===== src/rtl/fb_pkg.sv =====
// Shared widths, state encoding and write-request type for the frame-buffer arbiter.
// The 16-bit address is {y[7:0], x[7:0]} into a 256x256 x 3-bit pixel buffer.
package fb_pkg;
  localparam int ADDR_W = 16;
  localparam int DATA_W = 3;
  localparam logic [ADDR_W-1:0] CLR_LAST = '1;

  typedef enum logic {IDLE, CLEAR} fb_state_t;

  typedef struct packed {
    logic [ADDR_W-1:0] addr;
    logic [DATA_W-1:0] data;
  } wr_req_t;
endpackage


===== src/rtl/fb_wr_fifo.sv =====
// Small synchronous FIFO buffering pixel writes until the RAM port is free.
// Pointers carry one extra wrap bit so full and empty need no separate counter.
module fb_wr_fifo
  import fb_pkg::*;
#(
  parameter int DEPTH = 4
) (
  input  logic    clk,
  input  logic    rst,
  input  logic    push,
  input  logic    pop,
  input  wr_req_t din,
  output wr_req_t dout,
  output logic    full,
  output logic    empty
);
  localparam int PW = $clog2(DEPTH);

  wr_req_t        entries [DEPTH];
  logic [PW:0]    wp, rp;

  always_ff @(posedge clk or posedge rst) begin
    if (rst) begin
      wp <= '0;
      rp <= '0;
    end else begin
      if (push) wp <= wp + 1'b1;
      if (pop)  rp <= rp + 1'b1;
    end
  end

  // Storage needs no reset: an entry is only read after it has been pushed.
  always_ff @(posedge clk) begin
    if (push) entries[wp[PW-1:0]] <= din;
  end

  assign dout  = entries[rp[PW-1:0]];
  assign empty = (wp == rp);
  assign full  = (wp[PW] != rp[PW]) && (wp[PW-1:0] == rp[PW-1:0]);
endmodule


===== src/rtl/fb_arbiter.sv =====
// Single-port frame-buffer arbiter: scanout read > clear sweep > buffered writes.
// RAM port outputs are combinational so a scan read issues in the cycle it is requested.
module fb_arbiter
  import fb_pkg::*;
#(
  parameter int FIFO_DEPTH = 4
) (
  input  logic              clk,
  input  logic              reset,
  input  logic              scan_rd_en,
  input  logic [ADDR_W-1:0] scan_addr,
  output logic [DATA_W-1:0] scan_data,
  input  logic              wr_valid,
  output logic              wr_ready,
  input  logic [ADDR_W-1:0] wr_addr,
  input  logic [DATA_W-1:0] wr_data,
  input  logic              clr_start,
  input  logic [DATA_W-1:0] clr_color,
  output logic              clr_busy,
  output logic              mem_en,
  output logic              mem_we,
  output logic [ADDR_W-1:0] mem_addr,
  output logic [DATA_W-1:0] mem_wdata,
  input  logic [DATA_W-1:0] mem_rdata
);
  fb_state_t         state, state_nxt;
  logic [ADDR_W-1:0] clr_cnt;
  logic [DATA_W-1:0] clr_col;
  logic              cnt_step;
  logic              push, pop, full, empty;
  wr_req_t           head, req;

  assign scan_data = mem_rdata;
  assign wr_ready  = !full;
  assign push      = wr_valid && !full;
  assign req       = '{addr: wr_addr, data: wr_data};

  fb_wr_fifo #(.DEPTH(FIFO_DEPTH)) u_fifo (
    .clk   (clk),
    .rst   (reset),
    .push  (push),
    .pop   (pop),
    .din   (req),
    .dout  (head),
    .full  (full),
    .empty (empty)
  );

  always_comb begin
    state_nxt = state;
    mem_en    = 1'b0;
    mem_we    = 1'b0;
    mem_addr  = '0;
    mem_wdata = '0;
    pop       = 1'b0;
    cnt_step  = 1'b0;
    if (scan_rd_en) begin
      mem_en   = 1'b1;
      mem_addr = scan_addr;
    end
    case (state)
      IDLE: begin
        // A clear request beats queued writes so they land on the cleared image.
        if (clr_start) begin
          state_nxt = CLEAR;
        end else if (!scan_rd_en && !empty) begin
          mem_en    = 1'b1;
          mem_we    = 1'b1;
          mem_addr  = head.addr;
          mem_wdata = head.data;
          pop       = 1'b1;
        end
      end
      CLEAR: begin
        if (!scan_rd_en) begin
          mem_en    = 1'b1;
          mem_we    = 1'b1;
          mem_addr  = clr_cnt;
          mem_wdata = clr_col;
          cnt_step  = 1'b1;
          if (clr_cnt == CLR_LAST) state_nxt = IDLE;
        end
      end
      default: state_nxt = IDLE;
    endcase
  end

  always_ff @(posedge clk or posedge reset) begin
    if (reset) begin
      state    <= IDLE;
      clr_cnt  <= '0;
      clr_col  <= '0;
      clr_busy <= 1'b0;
    end else begin
      state    <= state_nxt;
      clr_busy <= (state_nxt == CLEAR);
      if (state == IDLE && clr_start) begin
        clr_cnt <= '0;
        clr_col <= clr_color;
      end else if (cnt_step) begin
        clr_cnt <= clr_cnt + 1'b1;
      end
    end
  end
endmodule


===== config.mk =====
export PLATFORM = sky130hd
export DESIGN_NAME = fb_arbiter
export DESIGN_NICKNAME = d
export VERILOG_FILES = /design/src/rtl/fb_pkg.sv /design/src/rtl/fb_wr_fifo.sv /design/src/rtl/fb_arbiter.sv
export SDC_FILE = /design/constraint.sdc
export NUM_CORES = 1
export LEC_CHECK = 0
export CORE_ASPECT_RATIO = 0.6
export CORE_UTILIZATION = 40
export DETAILED_ROUTE_END_ITERATION = 10
export GPL_ROUTABILITY_DRIVEN = 0
export PLACE_DENSITY_LB_ADDON = 0.12
export SKIP_CTS_REPAIR_TIMING = 1
export SYNTH_ARGS = -nofsm -noshare
export SYNTH_HDL_FRONTEND = slang
export SYNTH_SLANG_ARGS = --single-unit
export TNS_END_PERCENT = 30

===== constraint.sdc =====
create_clock -name clk -period 2 [get_ports clk]
set_input_delay 0.2 -clock clk [delete_from_list [all_inputs] [get_ports clk]]
set_output_delay 0.2 -clock clk [all_outputs]
set_load 0.005 [all_outputs]

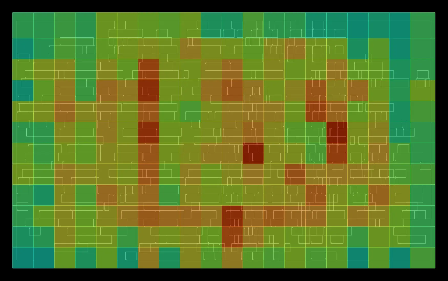
(run_1/final_congestion.png)
routed length per instance: 18.34 um
Layout Utilization: 55.50%
total track usage: 18.16%

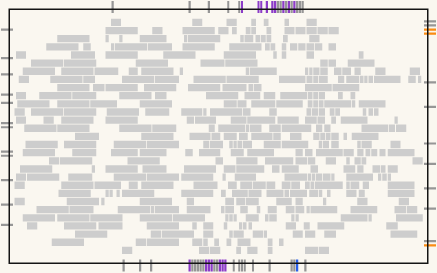
(run_1/pins.png)
Pins as bars across the die edge, other pins in gray.
color	port	pins	direction	edge
purple	`mem_addr`	16	output	9 north, 7 south
orange	`mem_rdata`	3	input	east
blue	`wr_valid`	1	input	south
all pins by edge	27 south, 21 north, 12 west, 12 east
Horiz. Die Dim: 139.3 um
IO Port Bufs: 65
chip height: 84.39 um

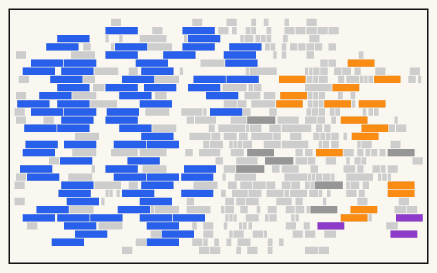
(run_1/registers.png)
Other sequential cells in the stronger gray, the rest of the logic in the fainter gray.
color	netlist name	flops
purple	`clr_col`	3
blue	`u_fifo.entries`	76
orange	`clr_cnt`	16
not colored	7
sequential cell area: 2938 um2
Sequential Power: 2.86 mW
sequential cell area share: 49.12%

==> run_results.csv, run 1 <==
group,metric,value,unit
outcome,violations,"negative setup slack",
synth,netlist_instances,309,
setup_path,worstSetupEndpointType,"output port",
setup_path,max_stage_delay,510,ps
setup_path,worstSetupEndpoint,"mem_addr[7]",
placement,dp_slack,-115.5,ps
timing,max_slew.worst_pin.slew,344.7,ps
timing,setup_viol,18,
timing,hold_viol,0,
timing,min_period,2147,ps
finish,fin_area,5981,um2
synth,yosysSeqAreaShare,64.81,%
clocking,clock_latency,350,ps
setup_path,crit_fanout,6,
grt,grt_pass1_vias,2916,
clocking,cts_htree_levels,3,
power_and_ir_drop,combPwrFrac,24.7,%
setup_path,rr_startpoint,"u_fifo.rp[1]",
die,core_area,10780,um2
finish,comb_share,24.58,%
finish,n_antenna_cell,0,
setup_path,critPathArrivalTime,1950,ps
timing,setup_ws,-146.6,ps
finish,area_delta_synth_final,32.15,%
synth,synth_async_sr_flop_share,25.49,%
outcome,status,"finished, violations left",
finish,logic_gates,166,
run 1: logic make-up after synthesis:
logic type	after synthesis
flops	102
simple gates	69
compound gates	52
buf+inv	41
mux	29
xor+xnor	10
fa+ha+maj	6
run 1: synthesized netlist by cell type, types with 7 or more instances:
cell       n  area (um2)
nand2_1   28       105.1
nand3_1    8       40.04
o221ai_1   8       70.07
nor2_1     8       30.03
clkinv_1   7       26.28
dfrtp_1   26       650.6
mux4_2    19       427.9
clkbuf_1   7       26.28
edfxtp_1  76        2282
inv_1     13       48.80
o21ai_1   22       110.1
a22oi_1   11       82.58
run 1: metal layers:
layer  vias up  global-route usage, %
met4         0                  5.960
li1       1355                      -
met5         -                      0
met2        78                  26.95
met3        14                  4.963
met1      1443                  25.89
==> run_1/metal_stack.png <==
Two of the layers only.
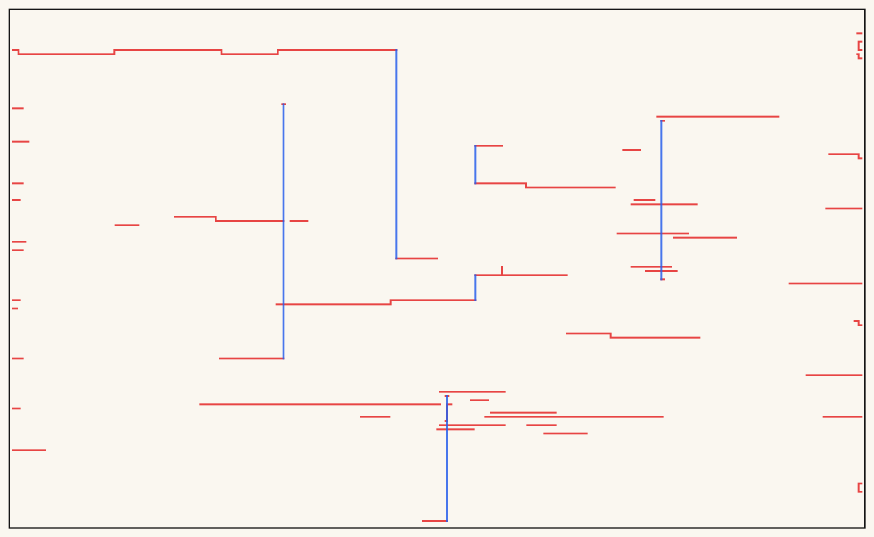

==> run 2: changes to the inputs <==
--- a/config.mk
+++ b/config.mk
@@ -6,10 +6,12 @@
 export NUM_CORES = 1
 export LEC_CHECK = 0
 export CORE_ASPECT_RATIO = 0.6
+export CORE_MARGIN = 5
 export CORE_UTILIZATION = 40
 export DETAILED_ROUTE_END_ITERATION = 10
 export GPL_ROUTABILITY_DRIVEN = 0
 export PLACE_DENSITY_LB_ADDON = 0.12
+export SETUP_SLACK_MARGIN = 0.2
 export SKIP_CTS_REPAIR_TIMING = 1
 export SYNTH_ARGS = -nofsm -noshare
 export SYNTH_HDL_FRONTEND = slang
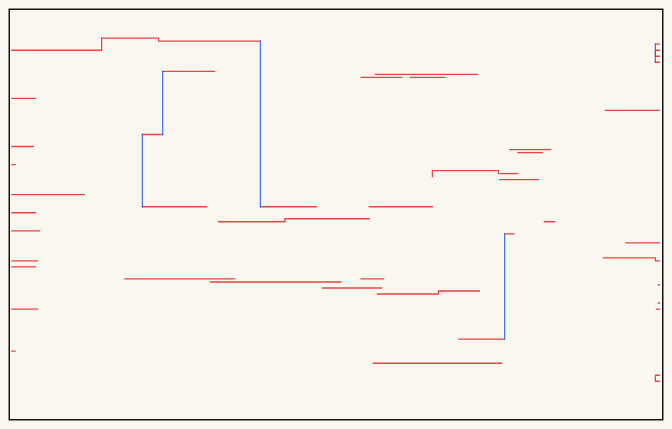
(run_2/metal_stack.png)
Two of the layers only.
color	layer	wire length
blue	met4	95.9 um
red	met3	476 um
Vias: 2976
final WL: 10930 um
routed length per instance: 19.11 um

==> run 2 against run 1 <==
  * The run still ends with negative setup slack left
  * Sequential power about the same
  * Maximum frequency decreased by 4.2%
  * Synthesized area unchanged
  * Design area increased by 5.0%
  * Setup slack got worse by 93 ps
  * Clock power increased by 15%
  * Sequential cell count unchanged
  * Wire length increased by 8.6%
  * Critical path type unchanged
==> run_results.csv, run 2 <==
group,metric,value,unit
finish,n_antenna_cell,0,
synth,netlist_top_cells_area,"edfxtp_1, dfrtp_1, mux4_2, o21ai_1, nand2_1",
synth,netlist_instances,309,
timing,min_period,2240,ps
timing,hold_viol,0,
setup_path,rr_startpoint,"u_fifo.rp[0]",
grt,grt_usage,15.42,%
synth,synth_async_sr_flop_share,25.49,%
die,core_area,11190,um2
setup_path,max_stage_delay,510,ps
finish,fin_util,56.13,%
setup_path,worstSetupEndpointType,"output port",
synth,synth_top_cell_by_area,"edfxtp_1",
timing,setup_viol,19,
synth,yosysSeqAreaShare,64.81,%
timing,max_slew.worst_pin.slew,416.2,ps
placement,port_buffers,65,
outcome,violations,"negative setup slack",
finish,fin_area,6279,um2
die,die-height,92.39,um
setup_path,crit_fanout,4,
finish,area_delta_synth_final,38.73,%
finish,logic_gates,167,
die,die_w,147.3,um
outcome,status,"finished, violations left",
timing,setup_ws,-239.8,ps
## run 2: cells by family after synthesis
family	share of synthesized area [%]
flip-flops	64.81
AND/OR/NAND/NOR	7.686
AND-OR/OR-AND	7.742
buffers and inverters	4.396
multiplexers	11.78
XOR/XNOR	1.935
adder cells (fa/ha/maj)	1.659
## run 2: routing by layer
metal	global-route usage, %	vias up	routed length [um]
met1	22.97	1511	5368
met5	0	-	0
li1	-	1394	-
met2	22.32	61	4992
met4	3.953	0	95
met3	4.254	10	475
## run 2: power by group
| part | switching [mW] | total, mW | internal (mW) |
|---|---|---|---|
| combinational | 0.766 | 1.63 | 0.865 |
| clock | 0.823 | 1.95 | 1.13 |
| sequential | 0.180 | 2.87 | 2.69 |
Power and IR drop assume default switching activity.
